==> images/sizes.png <==
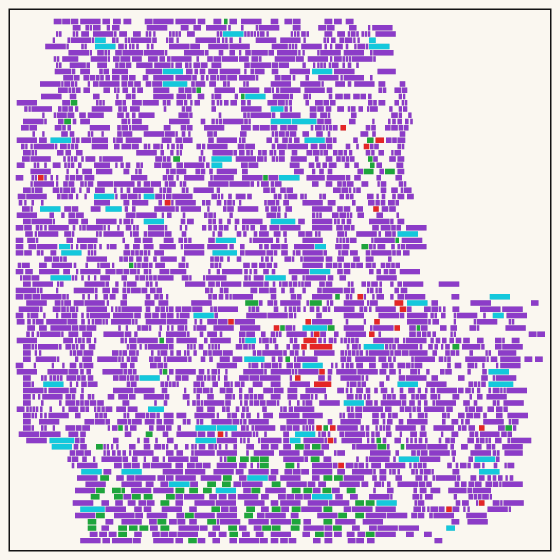
==> images/io_fan.png <==
Bar = 50 microns.
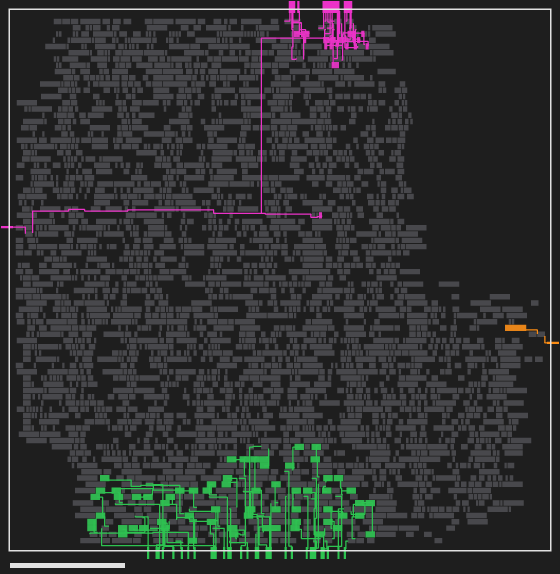
==> images/placement.png <==
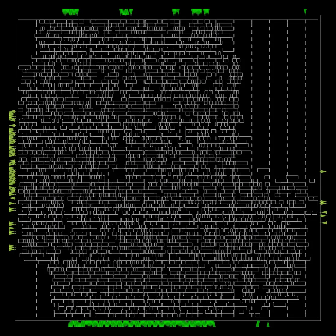
==> images/placement_by_type.png <==
Fill, decap, tap and diode cells in gray.
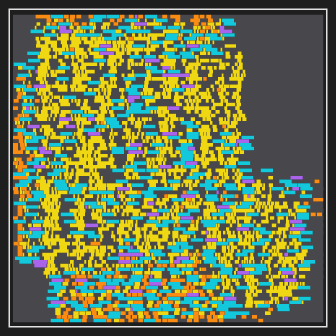
## config.mk

```make
export PLATFORM = sky130hd
export DESIGN_NAME = tile_scheduler
export DESIGN_NICKNAME = d
export VERILOG_FILES = /design/src/rtl/tile_sched_pkg.sv /design/src/rtl/tile_index_gen.sv /design/src/rtl/tile_scheduler.sv
export SDC_FILE = /design/constraint.sdc
export NUM_CORES = 1
export LEC_CHECK = 0
export CORE_MARGIN = 2
export CORE_UTILIZATION = 45
export CTS_CLUSTER_DIAMETER = 80
export DETAILED_ROUTE_END_ITERATION = 10
export HOLD_SLACK_MARGIN = 0.1
export PLACE_DENSITY = 0.71
export SKIP_CTS_REPAIR_TIMING = 1
export SLEW_MARGIN = 10
export SYNTH_ARGS = -nofsm -noshare
export SYNTH_HDL_FRONTEND = slang
export SYNTH_SLANG_ARGS = --single-unit
```

## constraint.sdc

```tcl
create_clock -name clk -period 14.95 [get_ports clk]
set_input_delay 2.2425 -clock clk [delete_from_list [all_inputs] [get_ports clk]]
set_output_delay 2.2425 -clock clk [all_outputs]
set_load 0.005 [all_outputs]
```

## src/rtl/tile_sched_pkg.sv

```systemverilog
// tile_sched_pkg: shared types and constants for the tile scheduler.
//   tile_sched_state_e : scheduler FSM states
//   BLK_DIM, WORD_W    : block edge length and packed-block word width
//   legal_size()       : matrix dimension check (even and at least BLK_DIM)
package tile_sched_pkg;

    typedef enum logic [2:0] {
        IDLE,
        REQ_A,
        WAIT_A,
        REQ_B,
        WAIT_B,
        DRAIN
    } tile_sched_state_e;

    localparam int unsigned BLK_DIM = 2;
    localparam int unsigned WORD_W  = 32;

    function automatic logic legal_size(input logic [31:0] n);
        return (n[0] == 1'b0) && (n >= 32'(BLK_DIM));
    endfunction

endpackage

```

## src/rtl/tile_index_gen.sv

```systemverilog
// tile_index_gen: i/j/k block-loop counters and A/B word-address formation.
// Loop order is i outer, j middle, k inner. Row offsets i*nblk and k*nblk are
// kept as running sums so no multiplier is needed; address math wraps silently.
// Ports:
//   clk, reset          : clock, asynchronous active-high reset
//   load                : latch nblk and bases, zero all indices
//   advance             : step to the next (i, j, k)
//   nblk                : block count per dimension (N/2)
//   base_a, base_b      : word addresses of block [0][0] of A and B
//   addr_a, addr_b      : addresses for the current (i, j, k)
//   last_k, last_all    : k is the final index / (i, j, k) is the final triple
module tile_index_gen #(
    parameter int unsigned ADDR_W = 32,
    parameter int unsigned IDX_W  = 16
) (
    input  logic              clk,
    input  logic              reset,
    input  logic              load,
    input  logic              advance,
    input  logic [IDX_W-1:0]  nblk,
    input  logic [ADDR_W-1:0] base_a,
    input  logic [ADDR_W-1:0] base_b,
    output logic [ADDR_W-1:0] addr_a,
    output logic [ADDR_W-1:0] addr_b,
    output logic              last_k,
    output logic              last_all
);

    logic [IDX_W-1:0]  nblk_q;
    logic [IDX_W-1:0]  i_cnt, j_cnt, k_cnt;
    logic [ADDR_W-1:0] row_i, row_k;
    logic [ADDR_W-1:0] base_a_q, base_b_q;
    logic [ADDR_W-1:0] nblk_ext;
    logic              last_i, last_j;

    assign nblk_ext = ADDR_W'(nblk_q);
    assign last_i   = (i_cnt == nblk_q - IDX_W'(1));
    assign last_j   = (j_cnt == nblk_q - IDX_W'(1));
    assign last_k   = (k_cnt == nblk_q - IDX_W'(1));
    assign last_all = last_i && last_j && last_k;

    assign addr_a = base_a_q + row_i + ADDR_W'(k_cnt);
    assign addr_b = base_b_q + row_k + ADDR_W'(j_cnt);

    always_ff @(posedge clk or posedge reset) begin
        if (reset) begin
            nblk_q   <= '0;
            i_cnt    <= '0;
            j_cnt    <= '0;
            k_cnt    <= '0;
            row_i    <= '0;
            row_k    <= '0;
            base_a_q <= '0;
            base_b_q <= '0;
        end else if (load) begin
            nblk_q   <= nblk;
            i_cnt    <= '0;
            j_cnt    <= '0;
            k_cnt    <= '0;
            row_i    <= '0;
            row_k    <= '0;
            base_a_q <= base_a;
            base_b_q <= base_b;
        end else if (advance) begin
            if (!last_k) begin
                k_cnt <= k_cnt + IDX_W'(1);
                row_k <= row_k + nblk_ext;
            end else begin
                k_cnt <= '0;
                row_k <= '0;
                if (!last_j) begin
                    j_cnt <= j_cnt + IDX_W'(1);
                end else begin
                    j_cnt <= '0;
                    if (!last_i) begin
                        i_cnt <= i_cnt + IDX_W'(1);
                        row_i <= row_i + nblk_ext;
                    end else begin
                        i_cnt <= '0;
                        row_i <= '0;
                    end
                end
            end
        end
    end

endmodule

```

## src/rtl/tile_scheduler.sv

```systemverilog
// tile_scheduler: sequences an N x N int8 matmul through the 2x2 systolic core.
// Fetches one packed A block then one B block per (i, j, k) over a
// single-outstanding memory port, strobes them into the datapath and counts
// result blocks until all nblk^2 have returned.
// Optional feature macro: TILE_SCHED_PERF_EN adds perf_cycles / perf_stall.
// Ports:
//   clk, reset                 : clock, asynchronous active-high reset
//   start, size, base_a/base_b : job request, dimension N and block bases
//   busy, done, err            : job status; done/err are one-cycle pulses
//   req_valid/ready/addr       : memory read request channel
//   rsp_valid/data             : memory read response (one packed block)
//   core_push_a/b, core_a/b    : block strobes and data to the datapath
//   core_last                  : qualifies core_push_b on the final k
//   core_valid                 : datapath result-block pulse
//   perf_cycles, perf_stall    : (TILE_SCHED_PERF_EN) busy and stall cycles
module tile_scheduler
    import tile_sched_pkg::*;
#(
    parameter int unsigned ADDR_W = 32,
    parameter int unsigned SIZE_W = 17
) (
    input  logic              clk,
    input  logic              reset,
    input  logic              start,
    input  logic [SIZE_W-1:0] size,
    input  logic [ADDR_W-1:0] base_a,
    input  logic [ADDR_W-1:0] base_b,
    output logic              busy,
    output logic              done,
    output logic              err,
    output logic              req_valid,
    input  logic              req_ready,
    output logic [ADDR_W-1:0] req_addr,
    input  logic              rsp_valid,
    input  logic [WORD_W-1:0] rsp_data,
    output logic              core_push_a,
    output logic              core_push_b,
    output logic [WORD_W-1:0] core_a,
    output logic [WORD_W-1:0] core_b,
    output logic              core_last,
    input  logic              core_valid
`ifdef TILE_SCHED_PERF_EN
    ,
    output logic [31:0]       perf_cycles,
    output logic [31:0]       perf_stall
`endif
);

    localparam int unsigned IDX_W = SIZE_W - 1;

    tile_sched_state_e state;
    logic [ADDR_W-1:0] addr_a, addr_b;
    logic              last_k, last_all;
    logic              last_k_q, last_all_q;
    logic [31:0]       result_cnt, result_next;
    logic [31:0]       blk_target;
    logic              start_ok;
    logic              advance;

    assign start_ok = (state == IDLE) && start && legal_size(32'(size));
    // Indices step once the B request of the current triple is accepted, so the
    // next A address is already formed when WAIT_B hands over to REQ_A.
    assign advance  = (state == REQ_B) && req_ready;

    always_comb begin
        result_next = result_cnt;
        if (core_valid && (state != IDLE)) begin
            result_next = result_cnt + 32'd1;
        end
    end

    tile_index_gen #(
        .ADDR_W (ADDR_W),
        .IDX_W  (IDX_W)
    ) u_index_gen (
        .clk      (clk),
        .reset    (reset),
        .load     (start_ok),
        .advance  (advance),
        .nblk     (size[SIZE_W-1:1]),
        .base_a   (base_a),
        .base_b   (base_b),
        .addr_a   (addr_a),
        .addr_b   (addr_b),
        .last_k   (last_k),
        .last_all (last_all)
    );

    always_ff @(posedge clk or posedge reset) begin
        if (reset) begin
            state       <= IDLE;
            busy        <= 1'b0;
            done        <= 1'b0;
            err         <= 1'b0;
            req_valid   <= 1'b0;
            req_addr    <= '0;
            core_push_a <= 1'b0;
            core_push_b <= 1'b0;
            core_a      <= '0;
            core_b      <= '0;
            core_last   <= 1'b0;
            last_k_q    <= 1'b0;
            last_all_q  <= 1'b0;
            result_cnt  <= '0;
            blk_target  <= '0;
        end else begin
            done        <= 1'b0;
            err         <= 1'b0;
            core_push_a <= 1'b0;
            core_push_b <= 1'b0;
            core_last   <= 1'b0;
            if (state != IDLE) begin
                result_cnt <= result_next;
            end
            case (state)
                IDLE: begin
                    if (start) begin
                        if (start_ok) begin
                            busy       <= 1'b1;
                            req_valid  <= 1'b1;
                            req_addr   <= base_a;
                            result_cnt <= '0;
                            blk_target <= '0;
                            state      <= REQ_A;
                        end else begin
                            err <= 1'b1;
                        end
                    end
                end
                REQ_A: begin
                    if (req_ready) begin
                        req_valid <= 1'b0;
                        state     <= WAIT_A;
                    end
                end
                WAIT_A: begin
                    if (rsp_valid) begin
                        core_a      <= rsp_data;
                        core_push_a <= 1'b1;
                        req_valid   <= 1'b1;
                        req_addr    <= addr_b;
                        state       <= REQ_B;
                    end
                end
                REQ_B: begin
                    if (req_ready) begin
                        req_valid  <= 1'b0;
                        last_k_q   <= last_k;
                        last_all_q <= last_all;
                        state      <= WAIT_B;
                    end
                end
                WAIT_B: begin
                    if (rsp_valid) begin
                        core_b      <= rsp_data;
                        core_push_b <= 1'b1;
                        core_last   <= last_k_q;
                        // Each completed k loop is one (i, j) result block owed
                        // by the datapath; the total reaches nblk^2 by DRAIN.
                        if (last_k_q) begin
                            blk_target <= blk_target + 32'd1;
                        end
                        if (last_all_q) begin
                            state <= DRAIN;
                        end else begin
                            req_valid <= 1'b1;
                            req_addr  <= addr_a;
                            state     <= REQ_A;
                        end
                    end
                end
                DRAIN: begin
                    if (result_next == blk_target) begin
                        done  <= 1'b1;
                        busy  <= 1'b0;
                        state <= IDLE;
                    end
                end
                default: state <= IDLE;
            endcase
        end
    end

`ifdef TILE_SCHED_PERF_EN
    logic stalled;

    always_comb begin
        stalled = 1'b0;
        case (state)
            REQ_A, REQ_B:   stalled = !req_ready;
            WAIT_A, WAIT_B: stalled = !rsp_valid;
            default:        stalled = 1'b0;
        endcase
    end

    always_ff @(posedge clk or posedge reset) begin
        if (reset) begin
            perf_cycles <= '0;
            perf_stall  <= '0;
        end else if (start_ok) begin
            perf_cycles <= '0;
            perf_stall  <= '0;
        end else begin
            if (busy) begin
                perf_cycles <= perf_cycles + 32'd1;
            end
            if (stalled) begin
                perf_stall <= perf_stall + 32'd1;
            end
        end
    end
`endif

endmodule

```

==> run_results.csv <==
group,metric,value,unit
status,status,"finished, final reports clean",
cells_and_area,stdcell_count,3542,
pwr,ir_worst_vdd,0.1174,mV
synthesis,yosys-stat-cells,2656,
flow_run,openroad.warnings,30,
cells_and_area,seqCellArea,9109,sq um
clocking,cts_tree,"done",
critical_path,reg2regPathDepth,13,
critical_path,r2r_slack,8.78,ns
floorplan,die_h,234.8,microns
detailed_routing,viasPerCell,5.987,
synthesis,ys.flops,364,
detailed_routing,routed_wl,73880,microns
floorplan,core_area,52660,sq um
critical_path,reg2reg_from,"u_index_gen.nblk_q[0]$_DFFE_PP0N_",
cells_and_area,fin_nets,3102,
synthesis,compound_area_share,15.64,%
cells_and_area,insertedDiodeCount,0,
synthesis,edf_count,0,
pwr,combPwrFrac,46.7,%
clocking,clk_latency,0.59,ns
min_path,hp-start,"req_addr[3]$_DFFE_PP0P_",
min_path,hold_depth,2,
critical_path,r2r-end,"u_index_gen.i_cnt[9]$_DFFE_PP0P_",
final_timing,relSlewSlack,23.86,%
cells_and_area,final-nonclk-buf-share,8.419,%
synthesis,ys_sh_simple,20.85,%
global_routing,top_usage_layer,"met2",
detailed_routing,drtIter0Drc,1661,
synthesis,yosysWarningCount,0,
floorplan,core.rowCount,84,
place,place_worst_setup_slack,7.633,ns
min_path,hold_end,"req_addr[3]$_DFFE_PP0P_",
final_timing,setup_viol,0,
synthesis,ys_seq_share,38.00,%
-- sizes.png (at the start) --
legend:
  _3 and _4 cells:
    color: red
    cells: 30
    share: 1.1%
    most_used: buf_4
  _2 cells:
    color: green
    cells: 98
    share: 3.4%
    most_used: mux2_2
  _0 and _1 cells:
    color: purple
    cells: 2,659
    share: 93%
    most_used: nand2_1
  _6 and larger:
    color: cyan
    cells: 67
    share: 2.3%
    most_used: clkbuf_16
P&R area growth vs syn: 18.42%
buffers outside the clock class: 243
post-route cell area: 28,390 sq um

-- io_fan.png (at the start) --
legend:
  `err`:
    color: orange
    direction: output
    edge: right
    end_cells: 1
    buffers: 1
    wire: 11.3 microns
  `size`:
    color: magenta
    direction: input
    edge: 16 top, 1 left
    end_cells: 21
    buffers: 17
    wire: 622 microns
  `rsp_data`:
    color: green
    direction: input
    edge: bottom
    end_cells: 64
    buffers: 32
    wire: 1,350 microns

-- placement.png (at the start) --
# Taps: 688
Layout fillers: 4,710
Seq cells: 364

-- placement_by_type.png (at the start) --
legend:
  sequential cells:
    color: cyan
    cells: 364
  combinational and other logic:
    color: yellow
    cells: 2,165
  clock drivers and dummy loads:
    color: purple
    cells: 82
  remaining buffers and delay cells:
    color: orange
    cells: 243

-- sequential cells by signal, indices dropped and copies added (netlist names), 16 cells and up --
name                  count
req_addr                 32
u_index_gen.nblk_q       16
result_cnt               32
core_b                   32
u_index_gen.base_b_q     32
u_index_gen.base_a_q     32
u_index_gen.k_cnt        16
core_a                   32
u_index_gen.row_k        32
blk_target               32
u_index_gen.i_cnt        16
u_index_gen.j_cnt        16
u_index_gen.row_i        32
-- metal layers --
layer	vias to the layer above	share of wire (%)
li1	9809	-
met1	10457	44
met2	809	46
met3	130	6.9
met4	0	2.9
met5	-	0
-- worst max-delay path, cell delays in order --
cell and delay (ns):
clkdlybuf4s50_1 0.77, nor4_1 0.10, a41oi_1 0.69, and2_4 0.81, a21o_1 0.63, nand2_1 0.84, nor2_1 0.74, buf_4 0.31
a31o_2 0.17
No activity file was given, so power comes from the tool's default toggle rates.
